**Cells colored by class**

(4 px per µm)
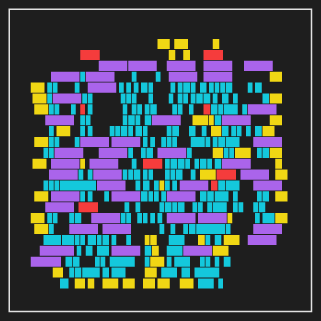
**Close-up of the layout**

Region (6, 44) to (31, 69) µm. Cells in gray, sequential cells in the stronger gray; small squares are vias.
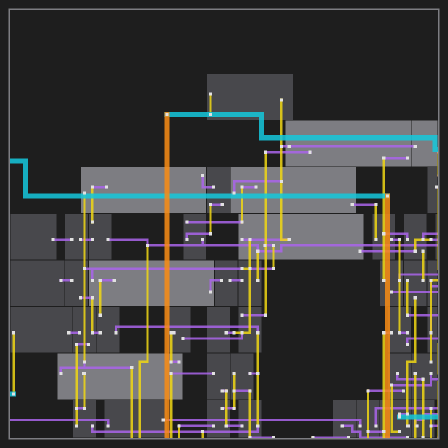
**Sizing map**

(4 px per µm)
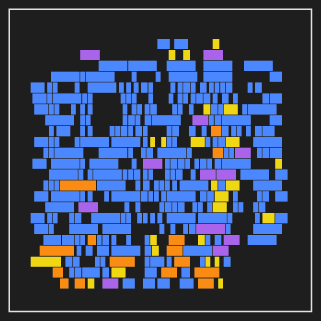
**Signal wires on met1**

(6 px per µm)
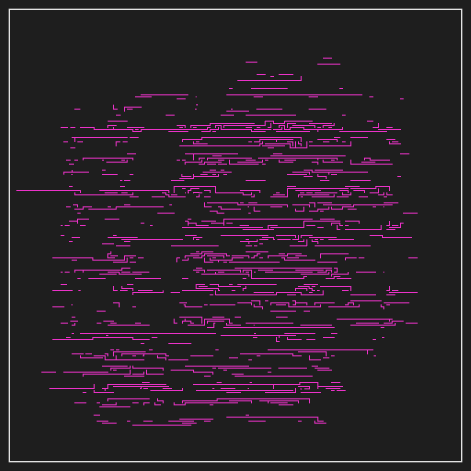
--- src/rtl/jtag_gpio_bank.sv ---
// JTAG-controlled GPIO bank in the TCK domain: data, config and (optional) sticky edge scan chains.
// Optional edge chain is built only when JTAG_GPIO_EDGE_STATUS_EN is defined.
module jtag_gpio_bank #(
  parameter int                  NR_GPIOS      = 8,
  parameter int                  SYNC_STAGES   = 2,
  parameter logic [NR_GPIOS-1:0] OUT_RESET_VAL = '0
) (
  input  logic                tck,
  input  logic                reset,
  input  logic                tdi,
  output logic                gpios_tdo,
  input  logic                capture_dr,
  input  logic                shift_dr,
  input  logic                update_dr,
  input  logic                gpio_data_ir,
  input  logic                gpio_config_ir,
  input  logic                gpio_edge_ir,
  input  logic [NR_GPIOS-1:0] gpio_inputs,
  output logic [NR_GPIOS-1:0] gpio_outputs,
  output logic [NR_GPIOS-1:0] gpio_outputs_ena,
  output logic                scan_len_err
);

  localparam int CNT_W = $clog2(NR_GPIOS + 2);
  localparam logic [CNT_W-1:0] CNT_FULL = CNT_W'(NR_GPIOS);
  localparam logic [CNT_W-1:0] CNT_SAT  = CNT_W'(NR_GPIOS + 1);

  logic [NR_GPIOS-1:0] gpio_sync;

  generate
    if (SYNC_STAGES == 0) begin : g_nosync
      assign gpio_sync = gpio_inputs;
    end else begin : g_sync
      logic [NR_GPIOS-1:0] sync_q [SYNC_STAGES];
      logic [NR_GPIOS-1:0] sync_d [SYNC_STAGES];

      always_comb begin
        sync_d[0] = gpio_inputs;
        for (int k = 1; k < SYNC_STAGES; k++) sync_d[k] = sync_q[k-1];
      end

      always_ff @(posedge tck) begin
        for (int k = 0; k < SYNC_STAGES; k++) begin
          if (reset) sync_q[k] <= '0;
          else       sync_q[k] <= sync_d[k];
        end
      end

      assign gpio_sync = sync_q[SYNC_STAGES-1];
    end
  endgenerate

  logic [NR_GPIOS-1:0] gpio_dr_q, gpio_dr_d;
  logic [NR_GPIOS-1:0] gpio_outputs_q, gpio_outputs_d;
  logic [NR_GPIOS-1:0] gpio_outputs_ena_q, gpio_outputs_ena_d;
  logic [CNT_W-1:0]    shift_cnt_q, shift_cnt_d;
  logic                scan_len_err_q, scan_len_err_d;
  logic                sel_data, sel_cfg, sel_any;
  logic                commit, reject;
  logic [NR_GPIOS-1:0] cap_val;

`ifdef JTAG_GPIO_EDGE_STATUS_EN
  logic [NR_GPIOS-1:0] edge_prev_q, edge_prev_d;
  logic [NR_GPIOS-1:0] edge_status_q, edge_status_d;
  logic                edge_arm_q, edge_arm_d;
  logic                sel_edge;
  logic [NR_GPIOS-1:0] edge_set, edge_clr;
`else
  logic                unused_edge_ir;
  assign unused_edge_ir = gpio_edge_ir;
`endif

  // IR decode: data outranks config, which outranks edge
  always_comb begin
    sel_data = gpio_data_ir;
    sel_cfg  = gpio_config_ir & ~gpio_data_ir;
    sel_any  = sel_data | sel_cfg;
    cap_val  = '0;
`ifdef JTAG_GPIO_EDGE_STATUS_EN
    sel_edge = gpio_edge_ir & ~gpio_data_ir & ~gpio_config_ir;
    sel_any  = sel_any | sel_edge;
    if (sel_edge) cap_val = edge_status_q;
`endif
    if (sel_cfg)  cap_val = gpio_outputs_ena_q;
    if (sel_data) cap_val = gpio_sync;
    commit = sel_any & ~capture_dr & ~shift_dr & update_dr & (shift_cnt_q == CNT_FULL);
    reject = sel_any & ~capture_dr & ~shift_dr & update_dr & (shift_cnt_q != CNT_FULL);
  end

  always_comb begin
    gpio_dr_d          = gpio_dr_q;
    shift_cnt_d        = shift_cnt_q;
    gpio_outputs_d     = gpio_outputs_q;
    gpio_outputs_ena_d = gpio_outputs_ena_q;
    scan_len_err_d     = scan_len_err_q | reject;
    if (sel_any && capture_dr) begin
      gpio_dr_d   = cap_val;
      shift_cnt_d = '0;
    end else if (sel_any && shift_dr) begin
      gpio_dr_d              = gpio_dr_q >> 1;
      gpio_dr_d[NR_GPIOS-1]  = tdi;
      if (shift_cnt_q != CNT_SAT) shift_cnt_d = shift_cnt_q + 1'b1;
    end
    if (commit && sel_data) gpio_outputs_d     = gpio_dr_q;
    if (commit && sel_cfg)  gpio_outputs_ena_d = gpio_dr_q;
  end

`ifdef JTAG_GPIO_EDGE_STATUS_EN
  // A new edge on a bit beats a simultaneous write-1-to-clear of that bit
  always_comb begin
    edge_set      = edge_arm_q ? (gpio_sync ^ edge_prev_q) : '0;
    edge_clr      = (commit && sel_edge) ? gpio_dr_q : '0;
    edge_status_d = (edge_status_q & ~edge_clr) | edge_set;
    edge_prev_d   = gpio_sync;
    edge_arm_d    = 1'b1;
  end

  always_ff @(posedge tck) begin
    if (reset) begin
      edge_prev_q   <= '0;
      edge_status_q <= '0;
      edge_arm_q    <= 1'b0;
    end else begin
      edge_prev_q   <= edge_prev_d;
      edge_status_q <= edge_status_d;
      edge_arm_q    <= edge_arm_d;
    end
  end
`endif

  always_ff @(posedge tck) begin
    if (reset) begin
      gpio_dr_q          <= '0;
      shift_cnt_q        <= '0;
      gpio_outputs_q     <= OUT_RESET_VAL;
      gpio_outputs_ena_q <= '0;
      scan_len_err_q     <= 1'b0;
    end else begin
      gpio_dr_q          <= gpio_dr_d;
      shift_cnt_q        <= shift_cnt_d;
      gpio_outputs_q     <= gpio_outputs_d;
      gpio_outputs_ena_q <= gpio_outputs_ena_d;
      scan_len_err_q     <= scan_len_err_d;
    end
  end

  assign gpios_tdo        = gpio_dr_q[0];
  assign gpio_outputs     = gpio_outputs_q;
  assign gpio_outputs_ena = gpio_outputs_ena_q;
  assign scan_len_err     = scan_len_err_q;

endmodule
--- config.mk ---
export PLATFORM = sky130hd
export DESIGN_NAME = jtag_gpio_bank
export DESIGN_NICKNAME = d
export VERILOG_FILES = /design/src/rtl/jtag_gpio_bank.sv
export SDC_FILE = /design/constraint.sdc
export NUM_CORES = 1
export LEC_CHECK = 0
export ABC_AREA = 1
export CAP_MARGIN = 10
export CORE_MARGIN = 5
export CORE_UTILIZATION = 47
export CTS_CLUSTER_SIZE = 14
export DETAILED_ROUTE_END_ITERATION = 16
export GPL_TIMING_DRIVEN = 0
export PLACE_DENSITY = 0.73
export SYNTH_ARGS = -nofsm -noshare
export SYNTH_HDL_FRONTEND = slang
export SYNTH_SLANG_ARGS = --single-unit
--- constraint.sdc ---
create_clock -name tck -period 1.4 [get_ports tck]
set_clock_uncertainty 0.1 [all_clocks]
set_input_delay 0.28 -clock tck [delete_from_list [all_inputs] [get_ports tck]]
set_output_delay 0.28 -clock tck [all_outputs]
set_load 0.02 [all_outputs]
==> results.json <==
{
  "outcome": "finished, violations left",
  "violations": "setup timing",
  "setup_viol": 1,
  "finalWorstSetupSlack_ns": -0.01595,
  "fmax_ghz": 0.7062,
  "power_sequential_uw": 1340,
  "pin_count": 35,
  "h-tree-depth": 2,
  "stdcell_count": 371,
  "fp_nets": 297,
  "antenna_found_initial": 0,
  "ys_sh_mux_pct": 0,
  "met2WireLength_um": 2086,
  "rsz0062_at_grt": "true",
  "busiest_layer": "met2",
  "chip_area_mm2": 0.005649,
  "sh_comb_area_pct": 35.77,
  "cts_buffers": 5,
  "reg2reg_to": "gpio_outputs_ena[4]",
  "cts.sinks": 45,
  "tightest_slew_ns": 0.5735,
  "yosysTopAreaCell": "dfxtp_1",
  "yosys_cells": 277,
  "cts_tree": "yes",
  "clk_pin_slew_ns": 0.08,
  "ys_sh_xor_pct": 0.8777,
  "syn2layout_area_growth_pct": 26.02,
  "hp-class": "in -> reg",
  "synthesis.area_mm2": 0.001996
}
Notes on 'cells colored by class' above:
Yellow is other buffers and delay cells, cells 48. Purple is flip-flops, cells 45. Cyan is all other logic, cells 220. Red is clock drivers and dummy loads, cells 8.
core area: 0.004058 mm²
row count: 23
final core occ: 61.98%
flop share of the area: 36.02%

Notes on 'close-up of the layout' above:
Cyan is met3. Orange is met4. Purple is met1. Yellow is met2.
Sequential cells in the window: 6. Most frequent: inv_1 (10), nor2_1 (8), nand2_1 (7). 39 logic cells have their middle in the window. Netlist names of flops here include g_sync.sync_q (6).

Notes on 'sizing map' above:
Orange is drive 3 to 4, cells 15, share 4.7%. Purple is drive 6 and up, cells 12, share 3.7%, most used buf_6. Yellow is drive 2, cells 24, share 7.5%, most used nand3_2. Blue is drive 1 or less, cells 270, share 84%, most used nand2_1.

Notes on 'signal wires on met1' above:
301 nets have wire on it. The layer carries 1890 µm of wire. The layer holds 44% of the routed length.
M1 GR Usage: 18.95%
wirelength, routed: 4251 µm
vias post-DR: 1754

